==> src/rtl/spi_sclk_burst_gen.sv <==
// SPI SCLK burst generator: N periods of 2*H clkIn cycles per start, CPOL/CPHA latched per transfer.
// All outputs registered, first SCLK edge H+1 cycles after start; starts ignored while busy, abort wins.
module spi_sclk_burst_gen #(
  parameter int DIV_WIDTH = 16,
  parameter int CNT_WIDTH = 8
) (
  input  logic                 clkIn,
  input  logic                 rstNIn,
  input  logic                 startIn,
  input  logic [DIV_WIDTH-1:0] halfPeriodIn,
  input  logic [CNT_WIDTH-1:0] numCyclesIn,
  input  logic                 cpolIn,
  input  logic                 cphaIn,
  input  logic                 abortIn,
  output logic                 busyOut,
  output logic                 doneOut,
  output logic                 errOut,
  output logic                 spiClkOut,
  output logic                 risingEdgeOut,
  output logic                 fallingEdgeOut,
  output logic                 shiftStrobeOut,
  output logic                 sampleStrobeOut,
  output logic [CNT_WIDTH-1:0] cycleCountOut
);

  typedef enum logic [1:0] {IDLE, LEAD, ACTIVE, TRAIL} state_t;

  localparam logic [DIV_WIDTH-1:0] DIV_ONE = DIV_WIDTH'(1);
  localparam logic [CNT_WIDTH-1:0] CNT_ONE = CNT_WIDTH'(1);

  state_t state, stateNext;

  logic [DIV_WIDTH-1:0] halfReg, halfRegNext;
  logic [DIV_WIDTH-1:0] halfCnt, halfCntNext;
  logic [CNT_WIDTH-1:0] numReg, numRegNext;
  logic [CNT_WIDTH-1:0] countNext;
  logic                 cpolReg, cpolRegNext;
  logic                 cphaReg, cphaRegNext;
  logic                 trailHalf, trailNext;

  logic busyNext, doneNext, errNext, spiClkNext;
  logic riseNext, fallNext, shiftNext, sampleNext;

  logic startOk, startBad, halfDone, lastPeriod, abortNow, leadEdge, trailEdge;

  always_comb begin
    startOk    = startIn && (halfPeriodIn != '0) && (numCyclesIn != '0);
    startBad   = startIn && !startOk;
    halfDone   = (halfCnt == halfReg - DIV_ONE);
    lastPeriod = (cycleCountOut == numReg - CNT_ONE);
    abortNow   = abortIn && (state != IDLE);
    leadEdge   = halfDone && ((state == LEAD) || ((state == ACTIVE) && trailHalf));
    trailEdge  = halfDone && (state == ACTIVE) && !trailHalf;
  end

  always_ff @(posedge clkIn or negedge rstNIn) begin
    if (!rstNIn) begin
      state <= IDLE;
    end else begin
      state <= stateNext;
    end
  end

  always_comb begin
    stateNext = state;
    case (state)
      IDLE:    if (startOk)                 stateNext = LEAD;
      LEAD:    if (halfDone)                stateNext = ACTIVE;
      ACTIVE:  if (trailEdge && lastPeriod) stateNext = TRAIL;
      TRAIL:   if (halfDone)                stateNext = IDLE;
      default:                              stateNext = IDLE;
    endcase
    if (abortNow) begin
      stateNext = IDLE;
    end
  end

  always_comb begin
    halfRegNext = halfReg;
    numRegNext  = numReg;
    cpolRegNext = cpolReg;
    cphaRegNext = cphaReg;
    countNext   = cycleCountOut;
    trailNext   = trailHalf;
    halfCntNext = halfDone ? '0 : halfCnt + DIV_ONE;
    spiClkNext  = spiClkOut;
    shiftNext   = 1'b0;
    sampleNext  = 1'b0;
    doneNext    = 1'b0;
    errNext     = 1'b0;

    if (state == IDLE) begin
      spiClkNext  = cpolIn;
      halfCntNext = '0;
      trailNext   = 1'b0;
      errNext     = startBad;
      if (startOk) begin
        halfRegNext = halfPeriodIn;
        numRegNext  = numCyclesIn;
        cpolRegNext = cpolIn;
        cphaRegNext = cphaIn;
        countNext   = '0;
        // CPHA=0 slaves sample on the first edge, so the first bit goes out now.
        shiftNext   = !cphaIn;
      end
    end

    if (leadEdge) begin
      spiClkNext = !cpolReg;
      trailNext  = 1'b0;
      shiftNext  = cphaReg;
      sampleNext = !cphaReg;
    end

    if (trailEdge) begin
      spiClkNext = cpolReg;
      trailNext  = 1'b1;
      countNext  = cycleCountOut + CNT_ONE;
      shiftNext  = !cphaReg && !lastPeriod;
      sampleNext = cphaReg;
    end

    if ((state == TRAIL) && halfDone) begin
      doneNext = 1'b1;
    end

    if (abortNow) begin
      spiClkNext  = cpolReg;
      shiftNext   = 1'b0;
      sampleNext  = 1'b0;
      doneNext    = 1'b0;
      countNext   = cycleCountOut;
      halfCntNext = '0;
      trailNext   = 1'b0;
    end

    busyNext = (stateNext != IDLE);
    riseNext = spiClkNext && !spiClkOut && !abortNow;
    fallNext = !spiClkNext && spiClkOut && !abortNow;
  end

  always_ff @(posedge clkIn or negedge rstNIn) begin
    if (!rstNIn) begin
      halfReg         <= '0;
      numReg          <= '0;
      cpolReg         <= 1'b0;
      cphaReg         <= 1'b0;
      halfCnt         <= '0;
      trailHalf       <= 1'b0;
      cycleCountOut   <= '0;
      busyOut         <= 1'b0;
      doneOut         <= 1'b0;
      errOut          <= 1'b0;
      spiClkOut       <= 1'b0;
      risingEdgeOut   <= 1'b0;
      fallingEdgeOut  <= 1'b0;
      shiftStrobeOut  <= 1'b0;
      sampleStrobeOut <= 1'b0;
    end else begin
      halfReg         <= halfRegNext;
      numReg          <= numRegNext;
      cpolReg         <= cpolRegNext;
      cphaReg         <= cphaRegNext;
      halfCnt         <= halfCntNext;
      trailHalf       <= trailNext;
      cycleCountOut   <= countNext;
      busyOut         <= busyNext;
      doneOut         <= doneNext;
      errOut          <= errNext;
      spiClkOut       <= spiClkNext;
      risingEdgeOut   <= riseNext;
      fallingEdgeOut  <= fallNext;
      shiftStrobeOut  <= shiftNext;
      sampleStrobeOut <= sampleNext;
    end
  end

endmodule
==> config.mk <==
export PLATFORM = sky130hd
export DESIGN_NAME = spi_sclk_burst_gen
export DESIGN_NICKNAME = d
export VERILOG_FILES = /design/src/rtl/spi_sclk_burst_gen.sv
export SDC_FILE = /design/constraint.sdc
export NUM_CORES = 1
export LEC_CHECK = 0
export CORE_MARGIN = 2
export CORE_UTILIZATION = 45
export CTS_BUF_LIST = sky130_fd_sc_hd__clkbuf_16
export DETAILED_ROUTE_END_ITERATION = 6
export HOLD_SLACK_MARGIN = 0.02
export PLACE_DENSITY = 0.67
export SLEW_MARGIN = 15
export SYNTH_ARGS = -nofsm -noshare
export SYNTH_HDL_FRONTEND = slang
export SYNTH_SLANG_ARGS = --single-unit
==> constraint.sdc <==
create_clock -name clkIn -period 4.2 [get_ports clkIn]
set_clock_uncertainty 0.15 [all_clocks]
set_input_delay 0.63 -clock clkIn [delete_from_list [all_inputs] [get_ports clkIn]]
set_output_delay 0.63 -clock clkIn [all_outputs]
set_load 0.01 [all_outputs]
==> images/metal_density.png <==
19 x 19 tiles, from dark blue (low) to red (high), scaled to the fullest tile. Values are wire area over tile area, all layers added.
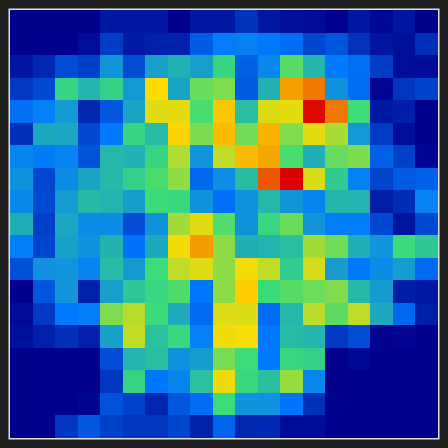
emptiest ninth of the die	lower right
tiles over half the peak	19%
fullest tile	0.55
nearly empty tiles	15%
mean over tiles	0.16

==> images/placement.png <==
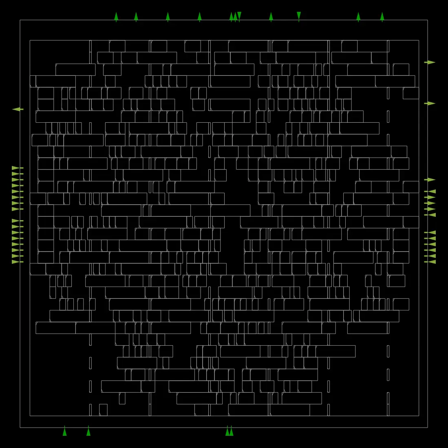
number of standard cells in the layout, taps in and fillers out: 577
core box area: 7850 um2

==> images/clk_routes.png <==
Bar = 20 um.
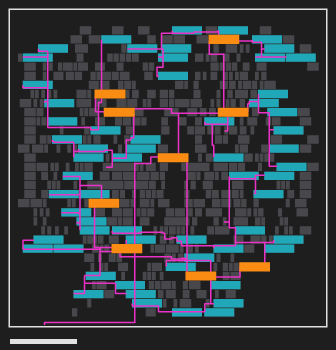
[orange] clock drivers | count: 9
[magenta] clock wires | length: 851 um
[cyan] flip-flops | count: 61
routed clock nets	10
power in the clock group: 0.766 mW
Insertion Delay late pin: 0.33 ns
part of the power in the clock network: 28.7%

==> CHANGELOG.md <==
## Flow update

- Detailed route wirelength on metal2: about 4300 um
- Total power: 2.67 mW
- Proportion of register bits with asynchronous set or reset after synthesis: 100%
- Unique masters post-synth: 59
- Area Overhead vs Synth: 22.4%
- Root buf cell: clkbuf_16
- Wire length per cell after detailed routing: 15.9 um
- Clkbuf count: 9
- Starting density of the core: between 40 and 50%
- Yosys Warn Count: 0
- Number of synthesized flops with an enable pin: 0
- Leftover overflow at the end of global routing: 0
- Hold_buf cts: 0
- Reg-to-reg critical path endpoint: cycleCountOut[7]$_DFFE_PN0P_
- Number of global-route vias before repair: about 3,200
- Start point of the critical path: halfReg[0]$_DFFE_PN0P_
- Post-route cell area: 4510 um2
- WS Path Type: reg2reg
- Total cell area at the placement stage: 4200 um2
- Combinational share of cell area: 45.3%
- Endpoint arrival time on the critical path: 3.72 ns
- Post-detailed-routing wire length: 9180 um
- Die outline width: around 94 um
- Logic area: around 2000 um2
- Maximum ir drop on the vdd rail: 0.276 mV
- Highest-utilization routing layer at the global route stage: met2
- Biggest area contributors in the synthesized netlist: dfrtp_1 (41%), nand2_1 (9.0%), xnor2_1 (5.2%)
- Number of gates on the worst path with buffers counted: 9
- Detailed Routing Iterations Pass 1: 5
- Internal reg-to-reg setup slack: 0.59 ns
- Post-synthesis mux area share: under 10%
- Detail Route Antenna Nets: 0
- Number of buffers added for setup after CTS: 0
- Routed wire length on met3: 521 um
- Yosys reg bits: 61
- Sum of buffers and inverters on the critical path: 1
- Critical register-to-register path startpoint: halfReg[0]$_DFFE_PN0P_
- Final worst setup slack: between 0.5 and 0.6 ns
- Max-area cell class: logic gates
- Core Rows: 32
- Cell with the largest stage delay on the worst path: or4b_1
- Power group with the highest consumption: combinational logic
- Number of nets in the layout: between 500 and 600
- Number of cells after detailed placement: ~560
- Number of buffers added by the clock tree synthesis step: 9
- RSZ-0062 raised after global routing: no
- Number of buffer cells added on primary ports: 45
- Global-route track usage on met3: between 5 and 6%
- Critical Path Start Type: register
- Worst-case hold slack: just under 0.2 ns
- Highest-count cells in the layout ignoring fill and taps: nand2_1 (88), dfrtp_1 (61), clkdlybuf4s50_1 (44)
- Area share of xor/xnor cells in the synthesized design: between 10% and 20%
- Sequential group power: between 0.9 and 1 mW
- FF+latch area: 1530 um2
- Tap cells: 102
- Cell accounting for the most synthesized area: dfrtp_1
- Part of the total power dissipated in combinational logic: 35.8%
- Seq/Total Area, Yosys: 41.4%
- Final Core Density: between 50% and 60%
- Outcome: completed
- Average size of a mapped cell: 8.65 um2
- Total half-perimeter wirelength after legalization and detailed placement: approximately 6700 um
- Antenna cell count: 0
- Total number of warnings across the stage logs: 26
- NonClk Buf Share: 10.5%
- Initial antenna violation count: 0
- Top-level port count: 46
- TritonCTS clock tree: yes
- Min cycle time layout: 3.61 ns
- Static power due to leakage: 1.89 nW
- Chip area from the yosys synthesis statistics: 3680 um2
- Global Route met1 Usage: a little under a third
- Pre-CTS setup slack: 0.668 ns
- Wire length of the first global-routing pass: 15,500 um
- Number of fill cells: 735
- Crit Path Max Fanout: 8
- Synth cell count leaders: nand2_1 (88), dfrtp_1 (61), nor2_1 (41)
- Number of cell instances on the worst register-to-register path: 9
- Capture point of the worst path: cycleCountOut[7]$_DFFE_PN0P_
- Internal power consumption: 1.66 mW
- Via count: roughly 3,300
- Routed metal-1 wirelength: 4270 um
- Initial detailed-routing violation count: 214
- Routability-driven placement congestion ratio: 0.897
- Syn nets: 460
- Final Hold Vio Count: 0
- Maximum number of pins on one net before global-route repair: 32
Power figures rest on the tool's default switching activity, not on a simulated workload.
